clk_routes.png
(3 px per um)
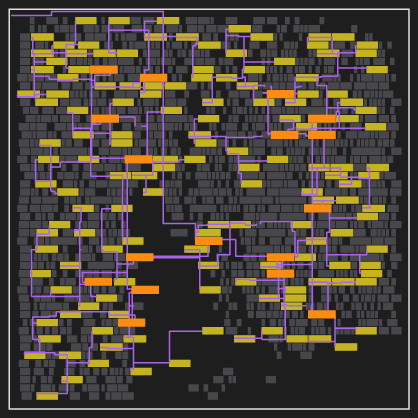
clocks.png
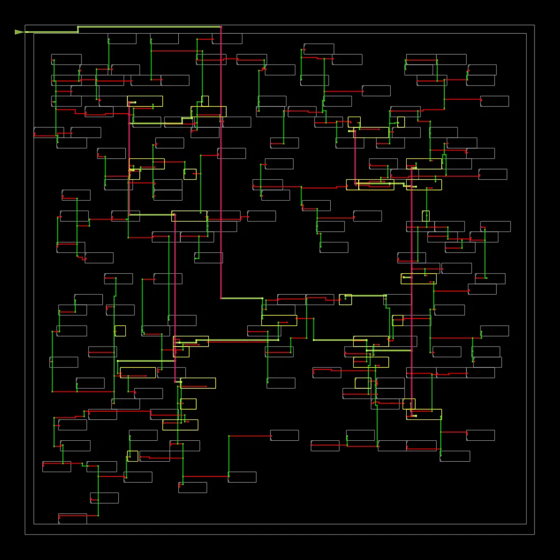
layer_met3.png
(4 px per um) Cells faint in the background.
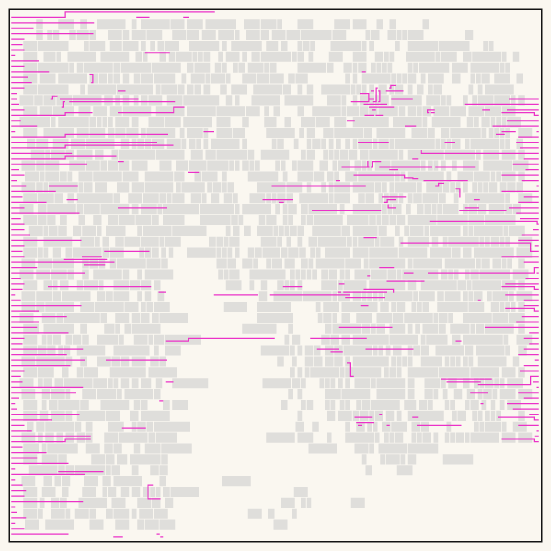
==> src/rtl/c5_mem_arbiter.sv <==
// c5_mem_arbiter
//   Shares one single-ported memory bus between the instruction-fetch port and
//   the load/store data port. A three-state FSM (IDLE -> BUS -> RESP) sequences
//   each transaction: the winner is registered onto the bus in IDLE, the bus
//   cycle runs until ack or timeout in BUS, and the owner's stall drops for one
//   cycle in RESP. Ties are resolved round-robin; data wins the first tie.
//
// Ports
//   I_clk, I_rst                 clock (rising edge), synchronous active-high reset
//   I_i_adr, I_i_stb             instruction fetch request
//   O_i_dat, O_i_stall           fetched instruction / instruction port wait
//   I_d_adr, I_d_stb, I_d_we,    data request (address, strobe, write enable,
//   I_d_sel, I_d_dat             byte selects, write data)
//   O_d_dat, O_d_stall           read data / data port wait
//   O_m_adr, O_m_stb, O_m_we,    memory bus request (registered)
//   O_m_sel, O_m_dat
//   I_m_dat, I_m_ack             memory read data / single-cycle acknowledge
//   O_err                        one-cycle pulse when a transaction times out
module c5_mem_arbiter #(
    parameter int unsigned TIMEOUT   = 255,
    parameter logic [31:0] NOP_INSTR = 32'h00000013
) (
    input  logic        I_clk,
    input  logic        I_rst,
    input  logic [31:0] I_i_adr,
    input  logic        I_i_stb,
    output logic [31:0] O_i_dat,
    output logic        O_i_stall,
    input  logic [31:0] I_d_adr,
    input  logic        I_d_stb,
    input  logic        I_d_we,
    input  logic [3:0]  I_d_sel,
    input  logic [31:0] I_d_dat,
    output logic [31:0] O_d_dat,
    output logic        O_d_stall,
    output logic [31:0] O_m_adr,
    output logic        O_m_stb,
    output logic        O_m_we,
    output logic [3:0]  O_m_sel,
    output logic [31:0] O_m_dat,
    input  logic [31:0] I_m_dat,
    input  logic        I_m_ack,
    output logic        O_err
);

    typedef enum logic [1:0] {StIdle, StBus, StResp} state_e;
    typedef enum logic {OwnInstr, OwnData} owner_e;

    localparam bit         TimeoutEn   = (TIMEOUT != 0);
    localparam logic [7:0] TimeoutLast = TimeoutEn ? 8'(TIMEOUT - 1) : 8'd0;

    state_e      state_q, state_d;
    owner_e      owner_q, owner_d;
    owner_e      last_grant_q, last_grant_d;
    logic [7:0]  cnt_q, cnt_d;
    logic [31:0] m_adr_q, m_adr_d;
    logic [31:0] m_dat_q, m_dat_d;
    logic [31:0] i_dat_q, i_dat_d;
    logic [31:0] d_dat_q, d_dat_d;
    logic [3:0]  m_sel_q, m_sel_d;
    logic        m_stb_q, m_stb_d;
    logic        m_we_q, m_we_d;
    logic        err_q, err_d;

    logic        req_any;
    owner_e      winner;
    logic        timeout_hit;

    assign req_any = I_i_stb | I_d_stb;

    // On a tie, grant whichever port did not win the previous arbitration.
    assign winner = (I_i_stb & I_d_stb) ?
                    ((last_grant_q == OwnInstr) ? OwnData : OwnInstr) :
                    (I_d_stb ? OwnData : OwnInstr);

    // Counter equals the number of BUS cycles already spent without ack.
    assign timeout_hit = TimeoutEn && (cnt_q == TimeoutLast);

    // State register
    always_ff @(posedge I_clk) begin
        if (I_rst) begin
            state_q <= StIdle;
        end else begin
            state_q <= state_d;
        end
    end

    // Next-state logic
    always_comb begin
        state_d = state_q;
        unique case (state_q)
            StIdle:  if (req_any) state_d = StBus;
            StBus:   if (I_m_ack || timeout_hit) state_d = StResp;
            StResp:  state_d = StIdle;
            default: state_d = StIdle;
        endcase
    end

    // Output / datapath next-state logic
    always_comb begin
        owner_d      = owner_q;
        last_grant_d = last_grant_q;
        cnt_d        = cnt_q;
        m_adr_d      = m_adr_q;
        m_dat_d      = m_dat_q;
        m_sel_d      = m_sel_q;
        m_we_d       = m_we_q;
        m_stb_d      = m_stb_q;
        i_dat_d      = i_dat_q;
        d_dat_d      = d_dat_q;
        err_d        = 1'b0;
        unique case (state_q)
            StIdle: begin
                if (req_any) begin
                    owner_d      = winner;
                    last_grant_d = winner;
                    cnt_d        = '0;
                    m_stb_d      = 1'b1;
                    if (winner == OwnData) begin
                        m_adr_d = I_d_adr;
                        m_we_d  = I_d_we;
                        m_sel_d = I_d_sel;
                        m_dat_d = I_d_dat;
                    end else begin
                        m_adr_d = I_i_adr;
                        m_we_d  = 1'b0;
                        m_sel_d = 4'hF;
                        m_dat_d = '0;
                    end
                end
            end
            StBus: begin
                // Ack takes priority over a coincident timeout.
                if (I_m_ack) begin
                    m_stb_d = 1'b0;
                    if (owner_q == OwnData) d_dat_d = I_m_dat;
                    else                    i_dat_d = I_m_dat;
                end else if (timeout_hit) begin
                    m_stb_d = 1'b0;
                    err_d   = 1'b1;
                    if (owner_q == OwnData) d_dat_d = '0;
                    else                    i_dat_d = NOP_INSTR;
                end else begin
                    cnt_d = cnt_q + 8'd1;
                end
            end
            StResp: ;
            default: ;
        endcase
    end

    // Datapath registers
    always_ff @(posedge I_clk) begin
        if (I_rst) begin
            owner_q      <= OwnInstr;
            last_grant_q <= OwnInstr;
            cnt_q        <= '0;
            m_adr_q      <= '0;
            m_dat_q      <= '0;
            m_sel_q      <= 4'h0;
            m_we_q       <= 1'b0;
            m_stb_q      <= 1'b0;
            i_dat_q      <= '0;
            d_dat_q      <= '0;
            err_q        <= 1'b0;
        end else begin
            owner_q      <= owner_d;
            last_grant_q <= last_grant_d;
            cnt_q        <= cnt_d;
            m_adr_q      <= m_adr_d;
            m_dat_q      <= m_dat_d;
            m_sel_q      <= m_sel_d;
            m_we_q       <= m_we_d;
            m_stb_q      <= m_stb_d;
            i_dat_q      <= i_dat_d;
            d_dat_q      <= d_dat_d;
            err_q        <= err_d;
        end
    end

    assign O_i_stall = I_i_stb & ~((state_q == StResp) & (owner_q == OwnInstr));
    assign O_d_stall = I_d_stb & ~((state_q == StResp) & (owner_q == OwnData));

    assign O_m_adr = m_adr_q;
    assign O_m_stb = m_stb_q;
    assign O_m_we  = m_we_q;
    assign O_m_sel = m_sel_q;
    assign O_m_dat = m_dat_q;
    assign O_i_dat = i_dat_q;
    assign O_d_dat = d_dat_q;
    assign O_err   = err_q;

endmodule
==> config.mk <==
export PLATFORM = sky130hd
export DESIGN_NAME = c5_mem_arbiter
export DESIGN_NICKNAME = d
export VERILOG_FILES = /design/src/rtl/c5_mem_arbiter.sv
export SDC_FILE = /design/constraint.sdc
export NUM_CORES = 1
export LEC_CHECK = 0
export ABC_AREA = 1
export ABC_CLOCK_PERIOD_IN_PS = 1440
export CORE_MARGIN = 2
export CORE_UTILIZATION = 38
export DETAILED_ROUTE_END_ITERATION = 8
export GPL_TIMING_DRIVEN = 0
export HOLD_SLACK_MARGIN = 0.03
export PLACE_DENSITY = 0.76
export SETUP_SLACK_MARGIN = 0.15
export SYNTH_ARGS = -nofsm -noshare
export SYNTH_HDL_FRONTEND = slang
export SYNTH_SLANG_ARGS = --single-unit
==> constraint.sdc <==
create_clock -name I_clk -period 1.44 [get_ports I_clk]
set_input_delay 0.288 -clock I_clk [delete_from_list [all_inputs] [get_ports I_clk]]
set_output_delay 0.288 -clock I_clk [all_outputs]
set_load 0.01 [all_outputs]
==> run summary <==
Results of an implementation run.

Between clock sinks in the finished design, the worst skew comes to 9.36 ps. The count of port buffers added during placement is 272. In this run the tools logged warnings totalling 30. The xor and xnor fraction of the mapped netlist area is 0. The adder and majority cell fraction of the synthesized area is 0.00397. The worst ir drop on vdd is 0.824 mV. The number of detailed-routing iterations run before antenna repair is 5.

The most common logic cell in the routed design is nand2_1. Counting every net in the synthesized netlist gives 1078. Hold repair after CTS inserted 0 buffers. Recorded from the global router log, the overflow total was 0.

After layout, the worst setup slack is -262 ps. The layout summary lists the proportion of cells stronger than drive strength 1 as 0.406. The cell with the most instances on the worst path is buf_6. In this run, distinct cell masters in the synthesized netlist total 26. The number of global-route vias before repair is 7271. The report shows a maximum critical-path fanout of 3.

Of the total synthesized cell area, the portion taken by AND, OR, NAND and NOR gates is 0.309. In the floorplan report the effective utilization is 0.384. The dominant combinational cell family by area after synthesis is simple AND/OR/NAND/NOR gates. The library cell contributing the largest single delay on the critical path is dfxtp_4. The worst path arrival time is 1410 ps. Per the skew report, the later register of the worst-skew pair sees a clock latency of 430 ps.

In this run the critical path is formed by buf_6, inv_8, buf_8, o31ai_4, inv_1, buf_6. The hold violation count in the final report is 0. The cell total in the yosys stat output is 938. The clock edge transition at the registers on the reported setup and hold paths is 70 ps. Timing would allow up to 0.587 GHz. The floorplan step set the die height to 133 um. The checks that failed: negative setup slack. The final instance count without filler cells is 1519. The first global-routing pass estimated 37.7 mm of wire. The critical path startpoint is last_grant_q$_SDFFE_PP0P_. The number of cells on the worst reg-to-reg path is 13.

Relative to the synthesized area, the layout overhead comes to 79.7%. The HPWL after detailed placement is 16.1 mm. The number of cells in the design after placement is 1430. For this run, the total global-route usage over all layers was measured as 0.272. For this design the static power due to leakage is 5.29 nW.

The number of instances in the synthesized netlist is 938. The root cell of the clock tree is clkbuf_16. The number of synthesis warnings is 0. The setup check on the worst reg-to-reg path leaves a slack of -220 ps. The worst max-slew margin expressed relative to the limit is 0.507. The hold slack is 319 ps. The detail route stage leaves a number of antenna-violating nets equal to 0. The number of clock sinks is 146. For the worst reg-to-reg path, the startpoint reported by OpenROAD is cnt_q[0]$_SDFFE_PP0P_. Endpoints with negative setup slack in the final report add up to 139. The initial antenna violation count is 2.

The post-layout minimum cycle time is 1700 ps. The core region is 0.0164 mm^2. The detail-routed via count per cell is 4.98.

The finished design was reported to have a net count of 1425. Summing every instance area after synthesis gives 0.00630 mm^2. The delay of the slowest cell on the worst path is 360 ps. The flow ran to the end, but the final reports show violations. The summed standard-cell area reported by yosys is 0.00630 mm^2. The worst hold path belongs to the class in2reg. The number of rows created at floorplan is 47. According to the timing report, the data required time at the worst endpoint equals 1150 ps. The violation tally recorded at the end of detailed-routing iteration 0 is 541.

Looking at the clock tree report, the H-tree level count equals 4. Once synthesis finished, the tally of register bits stood at 146. The slew of the pin with the lowest slew margin is 740 ps.

The routed wire length per instance is 17.4 um.
## Picture notes: clk_routes.png
[purple] clock wires | length: 2040 um
[orange] clock drivers | count: 17
[yellow] flip-flops | count: 146
routed clock nets: 18

## Picture notes: clocks.png
total CTS buffers: 17
clock buf count: 17

## Picture notes: layer_met3.png
wire length on this layer: 1930 um
nets with wire on the layer: 222
routed via count: 7567
wire length after detailed routing: 26.5 mm
GR met3 Demand/Resource: 0.0782

==> synth_stat cells <==
master    instances  area share
buf_2            16       0.013
nand2_2           1     0.00099
a21oi_2           1      0.0014
nor2_4            1      0.0018
nand4_1          34       0.034
buf_1             7      0.0042
nand3_2           2      0.0032
a21oi_1          40       0.032
clkbuf_1         32       0.019
nor2_2            1     0.00099
ha_1              2      0.0040
nor3_1            1     0.00079
nand2_1         318        0.19
nand3b_1          1      0.0012
o31ai_1           1      0.0012
nor3b_1           1      0.0012
nand3_1           9      0.0072
buf_6             4      0.0072
nand2_4           1      0.0018
a31oi_1          33       0.033
o21ai_0          42       0.033
nor2_1          111       0.066
inv_1           125       0.074
dfxtp_1         146        0.46
inv_2             7      0.0042
o21bai_1          1      0.0012
==> power by group <==
group	internal (mW)	switching, mW	total [mW]
clock network	2.25	1.99	4.24
registers	4.32	0.143	4.46
logic	1.27	1.42	2.68
total	7.83	3.55	11.4
==> routing by layer <==
metal	GRT usage	wire (um)
met1	0.291	9600
met3	0.0782	1930
met5	0	11
met2	0.491	14000
met4	0.128	922
==> registers in the layout (all words and copies together) (netlist names) <==
register,cells
O_m_stb,1
O_m_adr,32
state_q,2
O_m_dat,32
O_m_we,1
O_i_dat,32
O_err,1
last_grant_q,1
O_d_dat,32
O_m_sel,4
cnt_q,8
==> cell families after synthesis <==
family | after synthesis
and+or+nand+nor | 481
buffers and inverters | 191
DFF | 146
AOI/OAI and AO/OA | 118
adders and majority gates | 2
==> worst max-delay path: cells and delay by family, from the launching register on <==
family,cells,cell delay [ps]
DFF,1,360
AOI/OAI and AO/OA,1,160
buffers and inverters,5,470
==> how the worst min path moves through the flow <==
stage / startpoint / slack [ps] / cells past startpoint / to
6_report: I_rst / 320 / 2 / O_m_dat[18]$_SDFFE_PP0P_
5_1_grt: I_rst / 360 / 2 / O_m_dat[18]$_SDFFE_PP0P_
4_1_cts: I_rst / 300 / 2 / O_m_dat[18]$_SDFFE_PP0P_
3_5_place_dp: O_i_dat[4]$_SDFFE_PP0P_ / 440 / 2 / O_i_dat[4]$_SDFFE_PP0P_
3_3_place_gp: O_i_dat[4]$_SDFFE_PP0P_ / 430 / 2 / O_i_dat[4]$_SDFFE_PP0P_
2_1_floorplan: I_d_sel[0] / 410 / 2 / O_m_sel[0]$_SDFFE_PP0P_
==> metrics by stage <==
step                      utilization  TNS [ps]  instance area, um^2
after global placement          0.569    -60010                 9340
after global routing            0.690    -23980                11300
final                           0.690    -14390                11300
after CTS                       0.666     -7610                10900
after detailed placement        0.569    -63750                 9340
after floorplan                     -         0                 6340
==> repair_timing <==
| item | CTS | global route |
|---|---|---|
| gates resized | 656 | 281 |
| pin swaps | 51 | 80 |
| buffers inserted | 26 | 13 |
| cloned | 12 | 5 |
| setup endpoints to repair | 282 | 236 |
==> final cells by class <==
class / count / area (um^2)
inverter: 132 / 513
clock inverter: 15 / 123
clock buffer: 17 / 425
sequential: 146 / 2980
antenna: 1 / 2.50
buffer: 59 / 592
multi-input combinational: 602 / 3450
tap: 220 / 275
timing repair buffer: 327 / 2960
fill: 1207 / 5090
Power figures rest on the tool's default switching activity, not on a simulated workload.
